--- src/rtl/dco_tune_pkg.sv ---
// Shared types, bank geometry and saturation helper for the DCO tuning controller.
package dco_tune_pkg;

  localparam int unsigned N_L   = 5;
  localparam int unsigned N_M   = 16;
  localparam int unsigned N_S   = 16;
  localparam int unsigned L_MAX = 25;
  localparam int unsigned M_MAX = 256;
  localparam int unsigned S_MAX = 256;
  localparam int unsigned W_L   = 5;
  localparam int unsigned W_MS  = 9;

  typedef enum logic [2:0] {
    ST_OFF,
    ST_WAKE,
    ST_IDLE,
    ST_UPD_L,
    ST_UPD_M,
    ST_UPD_S,
    ST_SETTLE
  } state_e;

  typedef struct packed {
    logic [W_L-1:0]  l;
    logic [W_MS-1:0] m;
    logic [W_MS-1:0] s;
  } tune_word_t;

  function automatic logic [W_MS-1:0] sat_word(input logic [W_MS-1:0] v,
                                              input logic [W_MS-1:0] vmax);
    return (v > vmax) ? vmax : v;
  endfunction

endpackage

--- src/rtl/cap_bank_enc.sv ---
// Combinational encoder: binary cap count -> r_all/row/col drive of an N x N bank.
module cap_bank_enc #(
  parameter int unsigned N = 16,
  parameter int unsigned W = 9
) (
  input  logic [W-1:0] count,
  output logic [N-1:0] r_all,
  output logic [N-1:0] row,
  output logic [N-1:0] col
);

  logic [W-1:0] full;
  logic [W-1:0] rem;

  // full rows are switched whole; the partial row is selected by row and filled by col
  always_comb begin
    full  = count / W'(N);
    rem   = count % W'(N);
    r_all = '0;
    row   = '0;
    col   = '0;
    for (int unsigned k = 0; k < N; k++) begin
      r_all[k] = full > W'(k);
      row[k]   = (rem != '0) && (full == W'(k));
      col[k]   = rem > W'(k);
    end
  end

endmodule

--- src/rtl/dco_tune_ctrl.sv ---
// DCO tuning sequencer: wake-up, word accept with saturation, L->M->S bank update, settle.
module dco_tune_ctrl
  import dco_tune_pkg::*;
#(
  parameter int unsigned L_INIT     = 13,
  parameter int unsigned M_INIT     = 128,
  parameter int unsigned S_INIT     = 128,
  parameter int unsigned WAKE_CYC   = 16,
  parameter int unsigned SETTLE_CYC = 2
) (
  input  logic             clk,
  input  logic             rst,
  input  logic             en_i,
  input  logic [W_L-1:0]   l_word,
  input  logic [W_MS-1:0]  m_word,
  input  logic [W_MS-1:0]  s_word,
  input  logic             word_valid,
  output logic             word_ready,
  output logic             dco_en,
  output logic [N_L-1:0]   c_l_r_all,
  output logic [N_L-1:0]   c_l_row,
  output logic [N_L-1:0]   c_l_col,
  output logic [N_M-1:0]   c_m_r_all,
  output logic [N_M-1:0]   c_m_row,
  output logic [N_M-1:0]   c_m_col,
  output logic [N_S-1:0]   c_s_r_all,
  output logic [N_S-1:0]   c_s_row,
  output logic [N_S-1:0]   c_s_col,
  output logic             update_done,
  output logic             sat_flag
);

  localparam int unsigned CNT_MAX = (WAKE_CYC > SETTLE_CYC) ? WAKE_CYC : SETTLE_CYC;
  localparam int unsigned CW      = $clog2(CNT_MAX + 1);

  state_e          state_q, state_d;
  logic [CW-1:0]   cnt_q, cnt_d;
  tune_word_t      word_q, word_d;
  logic            dco_en_q, dco_en_d;
  logic            ready_q, ready_d;
  logic            done_q, done_d;
  logic            sat_q, sat_d;
  logic [N_L-1:0]  l_r_all_q, l_r_all_d, l_row_q, l_row_d, l_col_q, l_col_d;
  logic [N_M-1:0]  m_r_all_q, m_r_all_d, m_row_q, m_row_d, m_col_q, m_col_d;
  logic [N_S-1:0]  s_r_all_q, s_r_all_d, s_row_q, s_row_d, s_col_q, s_col_d;

  logic [W_L-1:0]  l_cnt_c;
  logic [W_MS-1:0] m_cnt_c, s_cnt_c;
  logic [N_L-1:0]  l_r_all_e, l_row_e, l_col_e;
  logic [N_M-1:0]  m_r_all_e, m_row_e, m_col_e;
  logic [N_S-1:0]  s_r_all_e, s_row_e, s_col_e;

  // encoders see the wake-up presets while OFF, the captured word otherwise
  assign l_cnt_c = (state_q == ST_OFF) ? W_L'(L_INIT)  : word_q.l;
  assign m_cnt_c = (state_q == ST_OFF) ? W_MS'(M_INIT) : word_q.m;
  assign s_cnt_c = (state_q == ST_OFF) ? W_MS'(S_INIT) : word_q.s;

  cap_bank_enc #(.N(N_L), .W(W_L)) u_enc_l (
    .count(l_cnt_c), .r_all(l_r_all_e), .row(l_row_e), .col(l_col_e)
  );
  cap_bank_enc #(.N(N_M), .W(W_MS)) u_enc_m (
    .count(m_cnt_c), .r_all(m_r_all_e), .row(m_row_e), .col(m_col_e)
  );
  cap_bank_enc #(.N(N_S), .W(W_MS)) u_enc_s (
    .count(s_cnt_c), .r_all(s_r_all_e), .row(s_row_e), .col(s_col_e)
  );

  always_comb begin
    state_d   = state_q;
    word_d    = word_q;
    dco_en_d  = dco_en_q;
    done_d    = 1'b0;
    sat_d     = sat_q;
    l_r_all_d = l_r_all_q; l_row_d = l_row_q; l_col_d = l_col_q;
    m_r_all_d = m_r_all_q; m_row_d = m_row_q; m_col_d = m_col_q;
    s_r_all_d = s_r_all_q; s_row_d = s_row_q; s_col_d = s_col_q;

    unique case (state_q)
      ST_OFF: begin
        if (en_i) begin
          state_d   = ST_WAKE;
          l_r_all_d = l_r_all_e; l_row_d = l_row_e; l_col_d = l_col_e;
          m_r_all_d = m_r_all_e; m_row_d = m_row_e; m_col_d = m_col_e;
          s_r_all_d = s_r_all_e; s_row_d = s_row_e; s_col_d = s_col_e;
        end
      end
      ST_WAKE: begin
        if (cnt_q == CW'(WAKE_CYC - 1)) begin
          state_d  = ST_IDLE;
          dco_en_d = 1'b1;
        end
      end
      ST_IDLE: begin
        if (word_valid) begin
          state_d  = ST_UPD_L;
          word_d.l = W_L'(sat_word(W_MS'(l_word), W_MS'(L_MAX)));
          word_d.m = sat_word(m_word, W_MS'(M_MAX));
          word_d.s = sat_word(s_word, W_MS'(S_MAX));
          sat_d    = sat_q | (l_word > W_L'(L_MAX)) | (m_word > W_MS'(M_MAX))
                           | (s_word > W_MS'(S_MAX));
        end
      end
      ST_UPD_L: begin
        state_d   = ST_UPD_M;
        l_r_all_d = l_r_all_e; l_row_d = l_row_e; l_col_d = l_col_e;
      end
      ST_UPD_M: begin
        state_d   = ST_UPD_S;
        m_r_all_d = m_r_all_e; m_row_d = m_row_e; m_col_d = m_col_e;
      end
      ST_UPD_S: begin
        s_r_all_d = s_r_all_e; s_row_d = s_row_e; s_col_d = s_col_e;
        if (SETTLE_CYC == 0) begin
          state_d = ST_IDLE;
          done_d  = 1'b1;
        end else begin
          state_d = ST_SETTLE;
        end
      end
      ST_SETTLE: begin
        if (cnt_q == CW'(SETTLE_CYC - 1)) begin
          state_d = ST_IDLE;
          done_d  = 1'b1;
        end
      end
      default: state_d = ST_OFF;
    endcase

    // disable wins over sequencing, but a bank latched this edge still lands
    if (!en_i) begin
      state_d  = ST_OFF;
      dco_en_d = 1'b0;
      done_d   = 1'b0;
      word_d   = word_q;
      sat_d    = sat_q;
    end

    cnt_d   = (state_d != state_q) ? '0 : cnt_q + CW'(1);
    ready_d = (state_d == ST_IDLE);
  end

  always_ff @(posedge clk or posedge rst) begin
    if (rst) begin
      state_q   <= ST_OFF;
      cnt_q     <= '0;
      word_q    <= '0;
      dco_en_q  <= 1'b0;
      ready_q   <= 1'b0;
      done_q    <= 1'b0;
      sat_q     <= 1'b0;
      l_r_all_q <= '0; l_row_q <= '0; l_col_q <= '0;
      m_r_all_q <= '0; m_row_q <= '0; m_col_q <= '0;
      s_r_all_q <= '0; s_row_q <= '0; s_col_q <= '0;
    end else begin
      state_q   <= state_d;
      cnt_q     <= cnt_d;
      word_q    <= word_d;
      dco_en_q  <= dco_en_d;
      ready_q   <= ready_d;
      done_q    <= done_d;
      sat_q     <= sat_d;
      l_r_all_q <= l_r_all_d; l_row_q <= l_row_d; l_col_q <= l_col_d;
      m_r_all_q <= m_r_all_d; m_row_q <= m_row_d; m_col_q <= m_col_d;
      s_r_all_q <= s_r_all_d; s_row_q <= s_row_d; s_col_q <= s_col_d;
    end
  end

  assign word_ready  = ready_q;
  assign dco_en      = dco_en_q;
  assign update_done = done_q;
  assign sat_flag    = sat_q;
  assign c_l_r_all   = l_r_all_q;
  assign c_l_row     = l_row_q;
  assign c_l_col     = l_col_q;
  assign c_m_r_all   = m_r_all_q;
  assign c_m_row     = m_row_q;
  assign c_m_col     = m_col_q;
  assign c_s_r_all   = s_r_all_q;
  assign c_s_row     = s_row_q;
  assign c_s_col     = s_col_q;

endmodule
--- config.mk ---
export PLATFORM = sky130hd
export DESIGN_NAME = dco_tune_ctrl
export DESIGN_NICKNAME = d
export VERILOG_FILES = /design/src/rtl/dco_tune_pkg.sv /design/src/rtl/cap_bank_enc.sv /design/src/rtl/dco_tune_ctrl.sv
export SDC_FILE = /design/constraint.sdc
export NUM_CORES = 1
export LEC_CHECK = 0
export ABC_CLOCK_PERIOD_IN_PS = 6370
export CAP_MARGIN = 20
export CORE_MARGIN = 5
export CORE_UTILIZATION = 45
export DETAILED_ROUTE_END_ITERATION = 12
export GPL_TIMING_DRIVEN = 1
export PLACE_DENSITY = 0.82
export SETUP_SLACK_MARGIN = 0.15
export SLEW_MARGIN = 20
export SYNTH_ARGS = -nofsm -noshare
export SYNTH_HDL_FRONTEND = slang
export SYNTH_SLANG_ARGS = --single-unit
--- constraint.sdc ---
create_clock -name clk -period 6.37 [get_ports clk]
set_clock_uncertainty 0.2 [all_clocks]
set_input_delay 1.274 -clock clk [delete_from_list [all_inputs] [get_ports clk]]
set_output_delay 1.274 -clock clk [all_outputs]
set_load 0.02 [all_outputs]
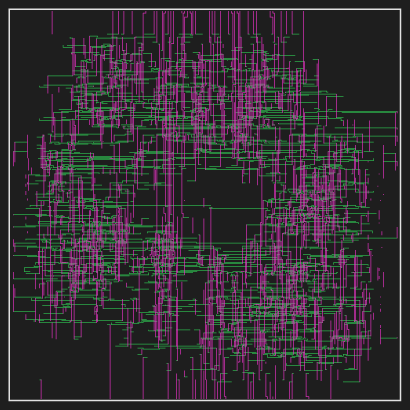
Fig. 1. Metal layers overlaid (run 1).
(3 px per micron) Two of the layers only.
[green] met1 | wire length: 7320 microns
[magenta] met2 | wire length: 8120 microns
All-Layer GR Usage: 20.7%
via count: 5477
routed wire length: 17.0 mm

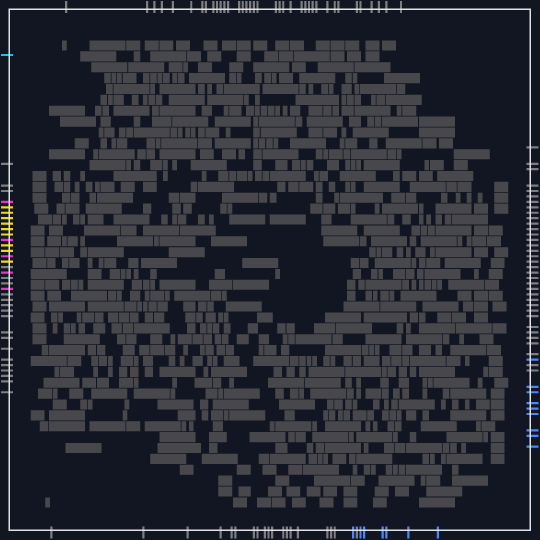
Fig. 2. Ports around the boundary (run 1).
(4 px per micron) Pins as bars across the die edge, other pins in gray.
[cyan] `clk` | pins: 1 | direction: input | edge: west
[magenta] `l_word` | pins: 5 | direction: input | edge: west
[yellow] `m_word` | pins: 9 | direction: input | edge: west
[blue] `c_s_row` | pins: 16 | direction: output | edge: 9 east, 7 south
die height: 130 microns
die width: 130 microns

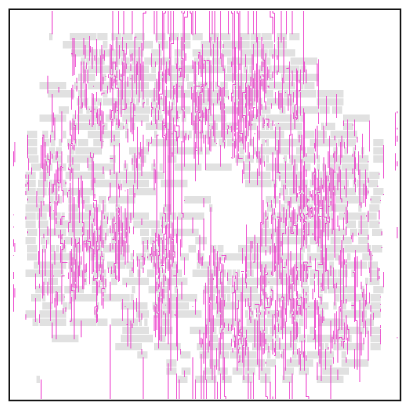
Fig. 3. Signal wires on met2 (run 1).
(3 px per micron) Cells faint in the background.
longest straight run: 45.6 microns
wire length on this layer: 8120 microns
share of all routed wire: 48%
met2 Usage GRT: 32.2%

==> flow_summary.yaml, run 1 <==
# yosys + openroad results
grt:
  overflow: 0
  antenna_found_initial: 0
  grt_pass1_vias: 5239
  grt_first_pass_wirelength_mm: 27.3
min_path:
  hold_class: "reg2reg"
  min_path_cells: 2
setup_path:
  path_max_fanout: 40
  crit_type: "in2reg"
  rrSetupSlack_ns: 3.59
  critPathRequiredTime_ns: 6.47
  cp-start-kind: "input port"
  critPathArrivalTime_ns: 3.51
  crit_path_end_kind: "flop"
  worstRegToRegCells: 5
  r2r_end: "c_m_r_all[12]"
  endpoint: "c_m_row[8]"
yosys:
  synth_top_cell_by_area: "dfrtp_1"
  mux_area_share_pct: 0.909
  fa_ha_area_share_pct: 0.580
  synthAoiAreaFrac_pct: 18.4
  ys_seq_share_pct: 55.7
  ys_cells: 680
  syn-instance-count: 680
  ys_sh_xor_pct: 0.677
  area_leaders: "dfrtp_1 56%, nand2_1 7.5%, o21ai_0 6.6%"
  edf_count: 0
  ys.flops: 144
  yosysTopAreaCellShare_pct: 55.7
  ys_sh_simple_pct: 18.9
route:
  dr.pass1.iters: 5
  wl_per_cell_microns: 17.3
  drc_errors: 0
  vias_per_cell: 5.59
  drt-initial-drc-count: 486
cells_and_area:
  fill_cells: 1175
  n_antenna_cell: 0
  final_common_cell: "dfrtp_1"
  final-instance-count-excl-fill: 980
  final_core_util_pct: 60.9
  lay_top_cells: "144 x dfrtp_1, 139 x clkdlybuf4s50_1, 129 x nand2_1, 85 x o21ai_0, 38 x nor2_1"
  drive_gt1_share_pct: 6.25
sta:
  setup_ws_ns: 2.96
  fmax_mhz: 293
  worst-slew-pin-transition_ns: 1.06
  final_hold_viol_count: 0
  slew_violations: 0
floorplanning:
  fp_util_pct: 46.3
  io_pins: 142
  die_area_sq_um: 16900
cts:
  clk_path_buf_depth: 2
  clkTransAtPathRegs_ns: 0.06
  post_cts_buffers: 0
  clock_sinks: 144
  htreeDepth: 4
  cts_tree: "yes"
  cts_resized: 0
  postCtsHoldBufs: 0
flow_run:
  maxCapViolCount: 0
power_and_ir_drop:
  p_leak_uw: 0.00360
  ir_drop_mv: 0.171
  p_total_uw: 2370
placed_design:
  post_dp_cell_area_sq_um: 7870
  place_ws_ns: 2.55
  dpl.cell_count: 948
  post-dp-hpwl_mm: 11.3
run_status:
  status: "completed"
==> run 1: critical path, cell delays in order <==
cell and delay [ns]:
clkdlybuf4s50_1 0.62, o21ai_4 0.83, buf_4 0.37, nor2_1 0.09, nand3_1 0.19, o21ai_0 0.13
==> run 1: final cells by class <==
type	instances	area [sq um]	share of cell area (%)
Timing Repair Buffer	144	1430	16.8
Inverter	10	45.0	0.529
Clock inverter	13	208	2.44
Tap cell	180	225	2.64
Multi-Input combinational cell	470	2570	30.1
Sequential cell	144	3600	42.3
Clock buffer	19	443	5.20
==> run 1: cell usage after synthesis, drive strengths merged (4+ instances only) <==
cell type and n:
nor2b 7, clkbuf 36, buf 21, a22o 6, a21o 7, o41ai 4, a21oi 23, nand2b 25
mux2 4, o21ai 95, a32o 7, inv 10, and2 5, dfrtp 144, nor4 10, a31oi 15
o21a 4, nor2 40, nand3b 4, a22oi 7, nand2 130, nand3 10, nor3 12, o31ai 12
==> run 1: registers in the layout, summed over array words and instances (netlist names), 15 cells and up <==
signal,flops
c_m_r_all,16
c_s_row,16
word_q,23
c_s_col,15
c_m_row,16
c_s_r_all,16
c_m_col,15
==> run 1: power by group <==
| group | switching, uW | internal (uW) |
|---|---|---|
| clock network | 389 | 705 |
| registers | 50.4 | 956 |
| logic | 152 | 113 |
==> run 1: per-layer routing <==
layer / up-vias / part of all wire (%) / global-route usage (%)
met4: 0 / 2.0 / 7.33
met5: - / 0 / 0
li1: 2579 / - / -
met3: 33 / 6.9 / 5.73
met2: 207 / 48 / 32.2
met1: 2658 / 43 / 28.1
==> inputs of run 2 (changes only) <==
--- a/config.mk
+++ b/config.mk
@@ -5,7 +5,7 @@
 export SDC_FILE = /design/constraint.sdc
 export NUM_CORES = 1
 export LEC_CHECK = 0
-export ABC_CLOCK_PERIOD_IN_PS = 6370
+export ABC_CLOCK_PERIOD_IN_PS = 3400
 export CAP_MARGIN = 20
 export CORE_MARGIN = 5
 export CORE_UTILIZATION = 45
==> constraint.sdc (replaced) <==
create_clock -name clk -period 3.4 [get_ports clk]
set_clock_uncertainty 0.2 [all_clocks]
set_input_delay 0.68 -clock clk [delete_from_list [all_inputs] [get_ports clk]]
set_output_delay 0.68 -clock clk [all_outputs]
set_load 0.02 [all_outputs]
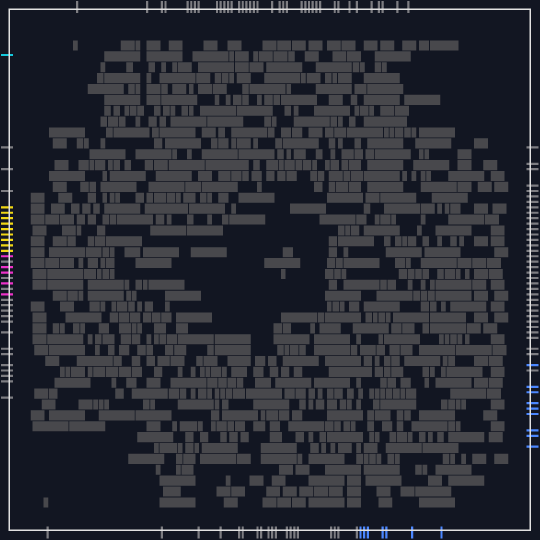
Fig. 4. Ports around the boundary (run 2).
(4 px per micron) Pins as bars across the die edge, other pins in gray.
[blue] `c_s_row` | pins: 16 | direction: output | edge: 9 east, 7 south
[cyan] `clk` | pins: 1 | direction: input | edge: west
[magenta] `l_word` | pins: 5 | direction: input | edge: west
[yellow] `m_word` | pins: 9 | direction: input | edge: west
IO Port Bufs: 139

==> run 2 against run 1 <==
Net effect: combinational power up 88%; cell area is essentially flat; sequential power grew 86%; global-route usage decreased by 0.85 points; area after synthesis unchanged; core utilization hardly changed; total power up 83%; highest routed layer unchanged.
==> flow_summary.yaml, run 2 <==
# yosys + openroad results
power_and_ir_drop:
  power_switching_uw: 1100
  intPower_uw: 3240
  p_leak_uw: 0.00360
  seqPwrFrac_pct: 43.4
  swShare_pct: 25.4
  p_total_uw: 4340
  clkPwrFrac_pct: 45.1
  ir_drop_mv: 0.359
  p_comb_share_pct: 11.5
cts:
  clkTransAtPathRegs_ns: 0.06
  cts_resized: 0
  cts_tree: "yes"
  clk_path_buf_depth: 2
  clock_sinks: 144
  cts_root_buffer: "clkbuf_16"
  post_cts_buffers: 0
  postCtsHoldBufs: 0
  htreeDepth: 4
route:
  drc_errors: 0
  vias_per_cell: 5.47
  routed_wl_mm: 16.3
  highest_layer: "met4"
  wl_per_cell_microns: 16.6
  met3_length_mm: 1.14
  wl_met1_mm: 7.37
  dr.pass1.iters: 5
  wl_met2_mm: 7.65
  drt-initial-drc-count: 481
  num_vias: 5374
yosys:
  ys.flops: 144
  syn-instance-count: 680
  yosysTopAreaCellShare_pct: 55.7
  yosys.stat.chipArea_sq_um: 6470
  edf_count: 0
  yosys-top-cells-count: "144 x dfrtp_1, 129 x nand2_1, 85 x o21ai_0, 38 x nor2_1, 36 x clkbuf_1"
  synth_top_cell_by_area: "dfrtp_1"
  ys_seq_share_pct: 55.7
  top_cell: "dfrtp_1"
  ys_cells: 680
  area_leaders: "dfrtp_1 56%, nand2_1 7.5%, o21ai_0 6.6%"
cells_and_area:
  largest_reg_flops: 23
  final_core_util_pct: 60.9
  fill_cells: 1187
  flop_area_sq_um: 3600
  logic_area_sq_um: 2570
  drive_gt1_share_pct: 6.36
  regMostFlops: "word_q"
  n_antenna_cell: 0
  final_common_cell: "dfrtp_1"
  lay_top_cells: "144 x dfrtp_1, 139 x clkdlybuf4s50_1, 129 x nand2_1, 85 x o21ai_0, 38 x nor2_1"
  final-instance-count-excl-fill: 982
grt:
  met1_usage_pct: 28.5
  grt_first_pass_wirelength_mm: 26.7
  overflow: 0
  grt_pass1_vias: 5172
  met2_usage_pct: 30.7
  grt_max_degree: 145
  met3_usage_pct: 4.58
  track_usage_pct: 19.9
  antenna_found_initial: 0
  grt-busiest-layer: "met2"
setup_path:
  slowest_stage: "nand2_1"
  path_max_fanout: 24
  cp-start-kind: "flop"
  path_cells: "nor2_4 > nand2_1 > nand3_1 > o41ai_1"
  crit_type: "reg2reg"
  critPathRequiredTime_ns: 3.49
  crit_path_end_kind: "flop"
  cp_top_family: "simple AND/OR/NAND/NOR gates"
  crit_buf_inv: 0
  cp_slowest_stage_delay_ns: 0.74
  critPathArrivalTime_ns: 2.66
sta:
  final_hold_viol_count: 0
  fin_hold_ws_ns: 0.262
  fmax_mhz: 389
  slew_violations: 0
  finalClockPeriodUsage_pct: 75.5
  setup_ws_ns: 0.832
  rsz0062_at_grt: "false"
  worst-slew-pin-transition_ns: 0.964
floorplanning:
  io_pins: 142
  fp.dieW_microns: 130
  die_area_sq_um: 16900
  fp_util_pct: 46.3
  die_h_microns: 130
flow_run:
  maxCapViolCount: 0
placed_design:
  post-dp-hpwl_mm: 11.3
  place_ws_ns: 0.436
  post_dp_cell_area_sq_um: 7910
  dpl.cell_count: 951
run_status:
  status: "completed"
==> run 2: cell counts after synthesis <==
No cell type changed its count.
==> run 2: kinds of logic (layout without fill, tap and decap cells) <==
family	count (synthesis)	count (layout)	share of synthesized area [%]
flip-flops	144	144	55.7
buffers and inverters	67	188	4.83
other	1	2	0.0580
XOR/XNOR	5	5	0.677
AND/OR/NAND/NOR	260	260	18.9
multiplexers	5	5	0.909
AND-OR/OR-AND	195	195	18.4
adder cells (fa/ha/maj)	3	3	0.580
==> run 2: final timing paths <==
| check | to | slack (ns) | cells after the start | start |
|---|---|---|---|---|
| worst max-delay path | c_m_row[0] | 0.83 | 4 | state_q[0] |
| worst min-delay path | c_m_row[1] | 0.26 | 2 | c_m_row[1] |
| worst max register to register | c_m_row[0] | 0.83 | 4 | state_q[0] |
| worst min register to register | c_m_row[1] | 0.26 | 2 | c_m_row[1] |
| max in group asynchronous | c_l_row[4] | 1.80 | 3 | rst |
| min in group asynchronous | c_m_r_all[3] | 0.64 | 3 | rst |
==> run 2: power groups by stage <==
stage / Combinational [uW] / Clock (uW) / Sequential, uW
after global routing: 546 / 2060 / 1900
after floorplan: 255 / 0 / 1930
final: 498 / 1960 / 1880
after CTS: 504 / 1980 / 1880
after detailed placement: 500 / 0 / 1910
after global placement: 492 / 0 / 1910
==> run 2: final cells by class <==
| type | count | share of cell area (%) |
|---|---|---|
| Sequential cell | 144 | 42.3 |
| Multi-Input combinational cell | 470 | 30.1 |
| Timing Repair Buffer | 147 | 17.2 |
| Clock buffer | 19 | 5.08 |
| Tap cell | 180 | 2.64 |
| Clock inverter | 12 | 2.17 |
| Inverter | 10 | 0.514 |
==> run 2: worst min-delay path, delay by kind of cell, from the launching register on <==
kind	cells	cell delay, ns
flip-flops	1	0.34
AND/OR/NAND/NOR	2	0.09
==> inputs of run 3 (changes only) <==
--- a/config.mk
+++ b/config.mk
@@ -5,13 +5,13 @@
 export SDC_FILE = /design/constraint.sdc
 export NUM_CORES = 1
 export LEC_CHECK = 0
-export ABC_CLOCK_PERIOD_IN_PS = 3400
+export ABC_CLOCK_PERIOD_IN_PS = 2300
 export CAP_MARGIN = 20
 export CORE_MARGIN = 5
 export CORE_UTILIZATION = 45
 export DETAILED_ROUTE_END_ITERATION = 12
 export GPL_TIMING_DRIVEN = 1
-export PLACE_DENSITY = 0.82
+export PLACE_DENSITY = 0.85
 export SETUP_SLACK_MARGIN = 0.15
 export SLEW_MARGIN = 20
 export SYNTH_ARGS = -nofsm -noshare
==> constraint.sdc (replaced) <==
create_clock -name clk -period 2.3 [get_ports clk]
set_clock_uncertainty 0.2 [all_clocks]
set_input_delay 0.46 -clock clk [delete_from_list [all_inputs] [get_ports clk]]
set_output_delay 0.46 -clock clk [all_outputs]
set_load 0.02 [all_outputs]
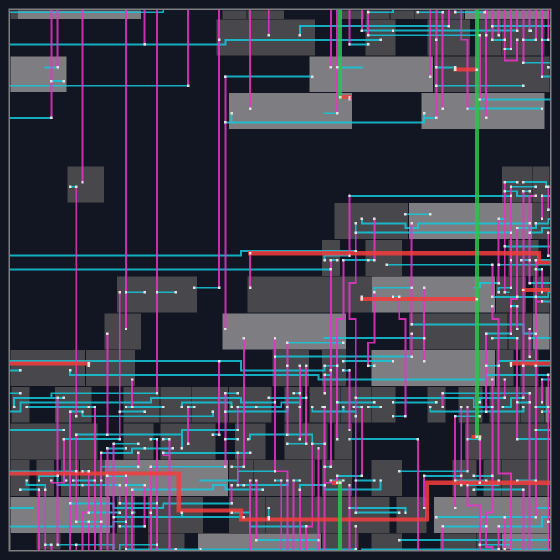
Fig. 5. Zoomed window (run 3).
Region (45, 45) to (85, 85) microns. Cells in gray, sequential cells in the stronger gray; small squares are vias.
[magenta] met2
[red] met3
[green] met4
[cyan] met1
cells with their middle in the window: 73
netlist names of flops here include: `word_q` (4), `state_q` (3), `c_m_r_all` (2)
sequential cells in the window: 10

==> run 3 against run 2 <==
Net effect: register-to-register slack got worse by 0.62 ns; worst setup slack worse by 0.62 ns; total power rose by 50%; cell area is 3.3% higher; clock power grew 48%; sequential cell count unchanged; critical path type is now reg2out; largest power group unchanged.
==> flow_summary.yaml, run 3 <==
# yosys + openroad results
yosys:
  synth_cell_types: 59
  edf_count: 0
  yosysTopAreaCellShare_pct: 55.7
  yosys.stat.chipArea_sq_um: 6470
  yosys-top-cells-count: "144 x dfrtp_1, 129 x nand2_1, 85 x o21ai_0, 38 x nor2_1, 36 x clkbuf_1"
  ys_cells: 680
  synthArstFlopShare_pct: 100
  syn_area_sq_um: 6470
  yosysWarnings: 0
  ys_seq_share_pct: 55.7
  area_leaders: "dfrtp_1 56%, nand2_1 7.5%, o21ai_0 6.6%"
  top_cell: "dfrtp_1"
  synth_top_cell_by_area: "dfrtp_1"
  ys.flop_type: "dfrtp_1"
  avgSynthCellArea_sq_um: 9.51
  syn-instance-count: 680
  ys.flops: 144
cells_and_area:
  lay_top_cells: "143 x dfrtp_1, 139 x clkdlybuf4s50_1, 129 x nand2_1, 85 x o21ai_0, 38 x nor2_1"
  largest_reg_flops: 23
  synthToLayoutAreaGrowth_pct: 36.1
  final_common_cell: "dfrtp_1"
  n_antenna_cell: 0
  logic_area_sq_um: 2590
  flop_area_sq_um: 3600
  finish.instance_area_sq_um: 8800
  regMostFlops: "word_q"
  fin_nets: 846
  fill_cells: 1123
  final_core_util_pct: 62.9
  drive_gt1_share_pct: 9.92
cts:
  clk_path_buf_depth: 2
  clock_sinks: 144
  post_cts_buffers: 0
  postCtsHoldBufs: 0
  htreeDepth: 4
  clk_latency_ns: 0.42
  cts_root_buffer: "clkbuf_16"
  cts_resized: 1
  cts_buffers: 17
  clkTransAtPathRegs_ns: 0.06
  cts_tree: "yes"
route:
  num_vias: 5590
  met3_length_mm: 1.07
  wl_met2_mm: 8.28
  routed_wl_mm: 17.1
  drc_errors: 0
  drt-initial-drc-count: 593
  wl_per_cell_microns: 17.0
  ant_nets: 0
  wl_met1_mm: 7.46
  vias_per_cell: 5.55
  dr.pass1.iters: 5
  highest_layer: "met4"
min_path:
  hold_class: "reg2reg"
  min_from: "c_m_col[1]"
run_status:
  status: "completed"
sta:
  min_period_ns: 2.09
  final_hold_viol_count: 0
  rsz0062_at_grt: "true"
  fmax_mhz: 479
  slew_violations: 0
  slew_headroom_pct: 62.3
  setup_viol: 0
  finalClockPeriodUsage_pct: 90.8
  worst-slew-pin-transition_ns: 0.562
floorplanning:
  fp_util_pct: 46.3
  die_area_sq_um: 16900
  coreArea_sq_um: 14000
  io_pins: 142
  rows: 43
  fp.dieW_microns: 130
  die_h_microns: 130
setup_path:
  path_cells: "clkdlybuf4s50_1"
  cp_top_family: "buffers and inverters"
  critPathRequiredTime_ns: 1.64
  slowest_stage: "clkdlybuf4s50_1"
  path_max_fanout: 2
  cp-start-kind: "flop"
  crit_path_end_kind: "output pin"
  endpoint: "c_m_r_all[14]"
  rrSetupSlack_ns: 0.21
  cp_slowest_stage_delay_ns: 0.62
  critPathLaunch: "c_m_r_all[14]"
  crit_buf_inv: 1
  reg2reg_from: "state_q[1]"
  crit_cells: 1
  r2r_end: "c_m_row[7]"
  critPathArrivalTime_ns: 1.43
  worstRegToRegCells: 6
  crit_type: "reg2out"
placed_design:
  post_dp_cell_area_sq_um: 8160
  post-dp-hpwl_mm: 12.0
  port_buffers: 139
  place_congestion: 0.838
grt:
  grt_first_pass_wirelength_mm: 27.8
  grt_pass1_vias: 5402
  overflow: 0
  grt_max_degree: 79
  track_usage_pct: 20.7
  antenna_found_initial: 0
power_and_ir_drop:
  ir_drop_mv: 0.522
  power_per_cell_area_nw_per_um2: 737
  p_leak_uw: 0.00376
flow_run:
  maxCapViolCount: 0
  warnings: 29
==> run 3: kinds of logic (layout without fill, tap and decap cells) <==
logic type,after synthesis,in the layout,share of synthesized area (%)
buf+inv,67,213,4.83
simple gates,260,260,18.9
fa+ha+maj,3,3,0.580
mux,5,5,0.909
other cells,1,2,0.0580
flops,144,144,55.7
compound gates,195,195,18.4
xor+xnor,5,5,0.677
==> run 3: cell type report <==
cell class,instances,share of cell area [%]
clock buffers,18,4.99
repair buffers,173,19.6
multi-input cells,470,29.4
inverters,10,0.497
clock inverters,12,2.09
well taps,180,2.56
flip-flops and latches,144,40.9
==> run 3: per-stage QoR <==
step                      power, uW  setup TNS [ns]  hold slack (ns)  cells  setup slack [ns]
after floorplan                3240          -23.77            0.261    681            -0.165
after global placement         3600           -1.52            0.252    976           -0.0752
after detailed placement       3620           -2.61            0.255    976            -0.100
after CTS                      6520               0            0.268   1006             0.174
after global routing           6730               0            0.286   1007             0.123
final                          6490               0            0.276   1007             0.212
==> run 3: worst min path at each step <==
stage | depth (start not counted) | endpoint | slack (ns)
2_1_floorplan | 1 | cnt_q[0] | 0.26
3_3_place_gp | 2 | c_m_col[1] | 0.25
3_5_place_dp | 2 | c_m_col[1] | 0.26
4_1_cts | 2 | c_m_col[1] | 0.27
5_1_grt | 2 | c_m_col[1] | 0.29
6_report | 2 | c_m_col[1] | 0.28
==> run 3: power breakdown <==
group	switching [uW]	leakage [uW]	total (uW)	internal, uW
clock network	1070	0.000299	2910	1840
registers	128	0.00192	2770	2650
logic	447	0.00154	811	364
total	1640	0.00376	6490	4850
==> run 3: layer usage <==
layer | up-vias | GRT usage [%]
met5 | - | 0
met4 | 0 | 6.78
met3 | 22 | 4.50
met2 | 211 | 32.8
met1 | 2715 | 28.7
li1 | 2642 | -
No activity file was given, so power comes from the tool's default toggle rates.
